### src/rtl/prog_truth_table.sv
// Run-time programmable N_IN-input truth table with a serial shadow-load
// port and a one-deep valid/ready output stage.
module prog_truth_table #(
  parameter int unsigned          N_IN    = 3,
  parameter logic [(2**N_IN)-1:0] TT_INIT = 8'h47
) (
  input  logic            clk,
  input  logic            rst_n,
  input  logic            cfg_start,
  input  logic            cfg_bit_valid,
  input  logic            cfg_bit,
  output logic            cfg_busy,
  output logic            cfg_done,
  input  logic            in_valid,
  output logic            in_ready,
  input  logic [N_IN-1:0] in_data,
  output logic            out_valid,
  input  logic            out_ready,
  output logic            out_bit,
  output logic [N_IN-1:0] out_row,
  output logic [15:0]     ones_cnt
);

  localparam int unsigned TT_W   = 2**N_IN;
  localparam int unsigned BCNT_W = N_IN + 1;

  typedef enum logic {
    IDLE = 1'b0,
    LOAD = 1'b1
  } state_e;

  state_e              state_q, state_d;
  logic [BCNT_W-1:0]   bcnt_q, bcnt_d;
  logic [TT_W-1:0]     sh_q, sh_d;
  logic [TT_W-1:0]     act_q, act_d;
  logic                commit_c;
  logic                accept_c;
  logic                out_hs_c;

  // Load FSM next-state: restart has priority over a bit, last bit commits
  always_comb begin
    state_d  = state_q;
    bcnt_d   = bcnt_q;
    sh_d     = sh_q;
    act_d    = act_q;
    commit_c = 1'b0;
    unique case (state_q)
      IDLE: begin
        if (cfg_start) begin
          state_d = LOAD;
          bcnt_d  = '0;
        end
      end
      LOAD: begin
        if (cfg_start) begin
          bcnt_d = '0;
        end else if (cfg_bit_valid) begin
          sh_d   = {sh_q[TT_W-2:0], cfg_bit};
          bcnt_d = bcnt_q + BCNT_W'(1);
          if (bcnt_q == BCNT_W'(TT_W - 1)) begin
            act_d    = {sh_q[TT_W-2:0], cfg_bit};
            state_d  = IDLE;
            commit_c = 1'b1;
          end
        end
      end
      default: state_d = IDLE;
    endcase
  end

  // Configuration registers and the post-commit done pulse
  always_ff @(posedge clk) begin
    if (!rst_n) begin
      state_q  <= IDLE;
      bcnt_q   <= '0;
      sh_q     <= '0;
      act_q    <= TT_INIT;
      cfg_done <= 1'b0;
    end else begin
      state_q  <= state_d;
      bcnt_q   <= bcnt_d;
      sh_q     <= sh_d;
      act_q    <= act_d;
      cfg_done <= commit_c;
    end
  end

  assign cfg_busy = (state_q == LOAD);
  assign in_ready = !out_valid || out_ready;
  assign accept_c = in_valid && in_ready;
  assign out_hs_c = out_valid && out_ready;

  // Output stage; row r lives at bit TT_W-1-r, which is simply ~r.
  // act_q is read before its commit update, so a commit-edge accept sees the old table.
  always_ff @(posedge clk) begin
    if (!rst_n) begin
      out_valid <= 1'b0;
      out_bit   <= 1'b0;
      out_row   <= '0;
    end else if (accept_c) begin
      out_valid <= 1'b1;
      out_bit   <= act_q[~in_data];
      out_row   <= in_data;
    end else if (out_ready) begin
      out_valid <= 1'b0;
    end
  end

  // Saturating count of delivered ones
  always_ff @(posedge clk) begin
    if (!rst_n) begin
      ones_cnt <= '0;
    end else if (out_hs_c && out_bit && (ones_cnt != 16'hFFFF)) begin
      ones_cnt <= ones_cnt + 16'd1;
    end
  end

endmodule

### config.mk
export PLATFORM = sky130hd
export DESIGN_NAME = prog_truth_table
export DESIGN_NICKNAME = d
export VERILOG_FILES = /design/src/rtl/prog_truth_table.sv
export SDC_FILE = /design/constraint.sdc
export NUM_CORES = 1
export LEC_CHECK = 0
export ABC_AREA = 0
export ABC_CLOCK_PERIOD_IN_PS = 4600
export CORE_MARGIN = 5
export CORE_UTILIZATION = 25
export CTS_CLUSTER_DIAMETER = 50
export DETAILED_ROUTE_END_ITERATION = 10
export PLACE_DENSITY = 0.53
export SYNTH_ARGS = -nofsm -noshare
export SYNTH_HDL_FRONTEND = slang
export SYNTH_SLANG_ARGS = --single-unit
export TNS_END_PERCENT = 10
### constraint.sdc
create_clock -name clk -period 4.6 [get_ports clk]
set_input_delay 0.46 -clock clk [delete_from_list [all_inputs] [get_ports clk]]
set_output_delay 0.46 -clock clk [all_outputs]
set_load 0.03 [all_outputs]
**Run 1: M1 wires**

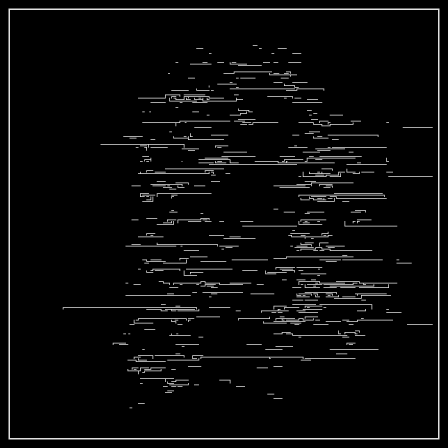
share of all routed wire: 43%
longest straight run: 29.4 um
wire length on this layer: 1,660 um
nets with wire on the layer: 219
Total Wirelength: 3850 um
met1 Track Usage GR: 0.113

**Run 1: signal wires on met2**

The bar under the picture is 20 um long.
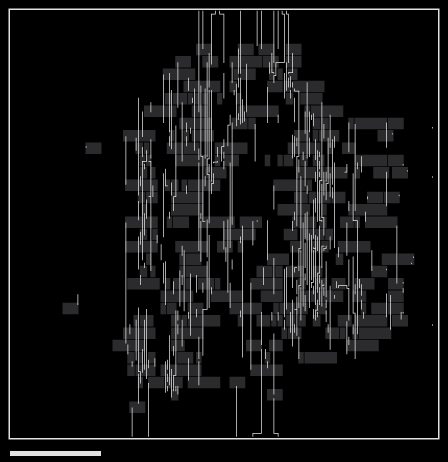
nets with wire on the layer: 196
wire length on this layer: 1,940 um
longest straight run: 28.9 um

==> GITHUB_STEP_SUMMARY, run 1 <==
### Flow metrics

| Metric | Value |
|---|---|
| Clock Power | 0.000241 W |
| Clk latency late pin | 0.29 ns |
| Router iterations before antenna repair | 4 |
| Post-synthesis async set-or-reset flop share | 0 |
| Top cells, area | dfxtp_1 47%, nand2_1 7.4%, mux2i_1 5.6% |
| Synthesis area per yosys | 1780 um2 |
| Crit path kind | input port to primary output |
| Met2 wire len | 1940 um |
| First-pass GRT wire length | 6780 um |
| PwrDens | 286 nW/um2 |
| Hpwl dp | 2870 um |
| Maximum buffer depth of the clock tree | 2 |
| Status | finished clean |
| Fmax | 0.449 GHz |
| RD Place Congestion | 0.799 |
| Clock Power Share | 0.366 |
| Cell type with the largest total area | dfxtp_1 |
| Antenna violations before repair | 0 |
| Tot Pwr | 0.000657 W |
| Number of diodes | 0 |
| Met3 wire length | 216 um |
| Highest Signal Layer | met4 |
| Setup TNS | 0 ns |
| Post-layout minimum cycle time | 2.23 ns |
| Cell breakdown of the critical path | clkdlybuf4s50_1 -> nand2b_1 -> clkdlybuf4s50_1 |
| R2R cell count | 6 |
| Max FFs per register | 16 |
| Met1 WL | 1660 um |
**Run 1: M3 wires**

The bar under the picture is 20 um long.
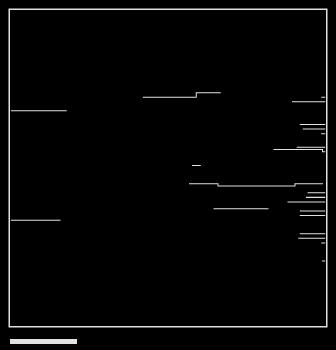
wire length on this layer: 216 um
nets with wire on the layer: 20
share of all routed wire: 5.6%
longest straight run: 23.0 um
main direction: horizontal

**Run 1: routing congestion**

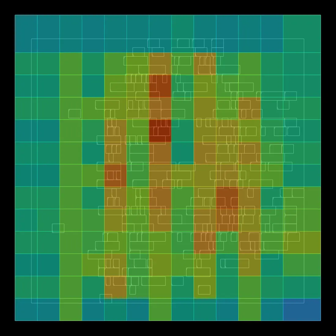
GRT busiest layer: met2
All-Layer GR Usage: 0.0962
met2 Use GR: 0.161

[run 1: layout make-up]
cell class / instances / area (um2)
flip-flops and latches: 42 / 841
well taps: 96 / 120
fillers: 730 / 4570
clock inverters: 1 / 5.00
inverters: 4 / 15.0
repair buffers: 33 / 330
clock buffers: 7 / 86.3
multi-input cells: 147 / 901
[run 1: kinds of logic (layout without fill, tap and decap cells)]
logic type | count (synthesis) | count (layout) | share of synthesized area
AND-OR/OR-AND | 26 | 26 | 0.0829
XOR/XNOR | 14 | 14 | 0.0689
adder cells (fa/ha/maj) | 2 | 2 | 0.0141
buffers and inverters | 10 | 45 | 0.0218
flip-flops | 42 | 42 | 0.472
multiplexers | 12 | 12 | 0.0815
AND/OR/NAND/NOR | 93 | 93 | 0.259
==> run 2: changes to the inputs <==
--- a/config.mk
+++ b/config.mk
@@ -6,7 +6,7 @@
 export NUM_CORES = 1
 export LEC_CHECK = 0
 export ABC_AREA = 0
-export ABC_CLOCK_PERIOD_IN_PS = 4600
+export ABC_CLOCK_PERIOD_IN_PS = 2310
 export CORE_MARGIN = 5
 export CORE_UTILIZATION = 25
 export CTS_CLUSTER_DIAMETER = 50
==> constraint.sdc (replaced) <==
create_clock -name clk -period 2.31 [get_ports clk]
set_input_delay 0.231 -clock clk [delete_from_list [all_inputs] [get_ports clk]]
set_output_delay 0.231 -clock clk [all_outputs]
set_load 0.03 [all_outputs]
**Run 2: sequential cells coloured by netlist name**

The bar under the picture is 20 um long. Other sequential cells in the stronger grey, the rest of the logic in the fainter grey.
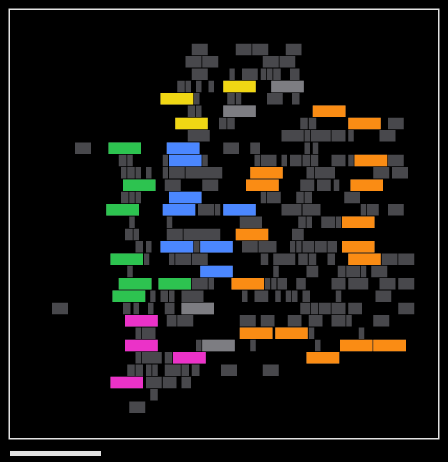
[green] sh_q | placed flops: 7 | where: left middle
[blue] act_q | placed flops: 8 | where: middle
[magenta] bcnt_q | placed flops: 4
[orange] ones_cnt | placed flops: 16
[yellow] out_row | placed flops: 3
not coloured: 4

==> run 2 against run 1 <==
Net effect:
- global-route usage fell by 0.36 points
- synthesized cell count stayed put
- clock power rose by about 80%
- synthesized area unchanged
- sequential share of layout area is the same
- power grew 92%
- final cell count grew 0.30%
- combinational power is 100% higher
- wire length is 1.6% lower
- via count is 0.55% higher
==> GITHUB_STEP_SUMMARY, run 2 <==
### Flow metrics

| Metric | Value |
|---|---|
| Hpwl dp | 2840 um |
| Antenna violations before repair | 0 |
| Status | finished clean |
| Max FFs per register | 16 |
| Most frequent cells in the layout | 42 x dfxtp_1, 35 x nand2_1, 33 x clkdlybuf4s50_1 |
| Fmax | 0.529 GHz |
| Post-synthesis async set-or-reset flop share | 0 |
| Router iterations before antenna repair | 4 |
| Fin cells | 331 |
| Combinational gate power | 0.0000917 W |
| DR vias | 1,465 |
| Dpl ws | 0.250 ns |
| Clock Power Share | 0.344 |
| Internal power | 0.000980 W |
| Setup TNS | 0 ns |
| PwrDens | 551 nW/um2 |
| Met1 Track Usage GR | 0.111 |
| Cell type with the largest total area | dfxtp_1 |
| Met3 wire length | 196 um |
| Synthesis area per yosys | 1780 um2 |
| Cell breakdown of the critical path | ha_1 -> clkinv_1 -> or4_1 -> nand4_1 -> xor2_1 -> nor2_1 |
| Placement Cell Area | 2220 um2 |
| Met2 wire len | 1760 um |
| First-pass GRT wire length | 6610 um |
| RD Place Congestion | 0.771 |
| Avg Inst Size Synth | 8.95 um2 |
| CTS buffer count | 5 |
| Tot Pwr | 0.00127 W |
| Maximum buffer depth of the clock tree | 2 |
| All-Layer GR Usage | 0.0926 |
| Highest Signal Layer | met4 |
| Mapped Area | 1780 um2 |
| Clock Power | 0.000435 W |
| Crit path kind | flip-flop to flip-flop |
| Cell area after layout | 2300 um2 |
| Number of diodes | 0 |
| Clock sink count | 42 |
| Met2 Use GR | 0.157 |
| Post-layout minimum cycle time | 1.89 ns |
| R2R cell count | 6 |
| Met1 WL | 1770 um |
| GRT busiest layer | met2 |
| Top cells, area | dfxtp_1 47%, nand2_1 7.4%, mux2i_1 5.6% |
| Critical Path Source | ones_cnt[0] |
| Main flop type | dfxtp_1 |
| Clk latency late pin | 0.28 ns |
| Total Wirelength | 3790 um |
| Post-layout period usage | 0.819 |
**Run 2: routing congestion**

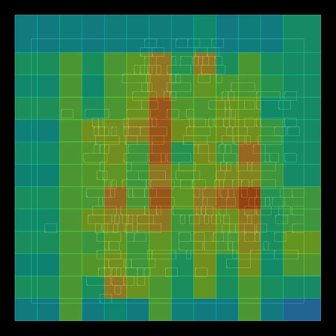
final core utilization: 0.335
Avg WL per Cell: 11.4 um

run 2: cell counts after synthesis:
Identical to the previous run, type by type.
run 2: layout make-up:
cell class                      count  area [um2]
Inverter                            4        15.0
Clock buffer                        7        76.3
Timing Repair Buffer               35         345
Fill cell                         720        4570
Multi-Input combinational cell    147         901
Sequential cell                    42         841
Tap cell                           96         120
run 2: logic make-up (layout without fill, tap and decap cells):
family / Yosys count / in the layout / synth area share
AND/OR/NAND/NOR: 93 / 93 / 0.259
flip-flops: 42 / 42 / 0.472
AND-OR/OR-AND: 26 / 26 / 0.0829
XOR/XNOR: 14 / 14 / 0.0689
multiplexers: 12 / 12 / 0.0815
buffers and inverters: 10 / 46 / 0.0218
adder cells (fa/ha/maj): 2 / 2 / 0.0141
Power and IR drop assume default switching activity.
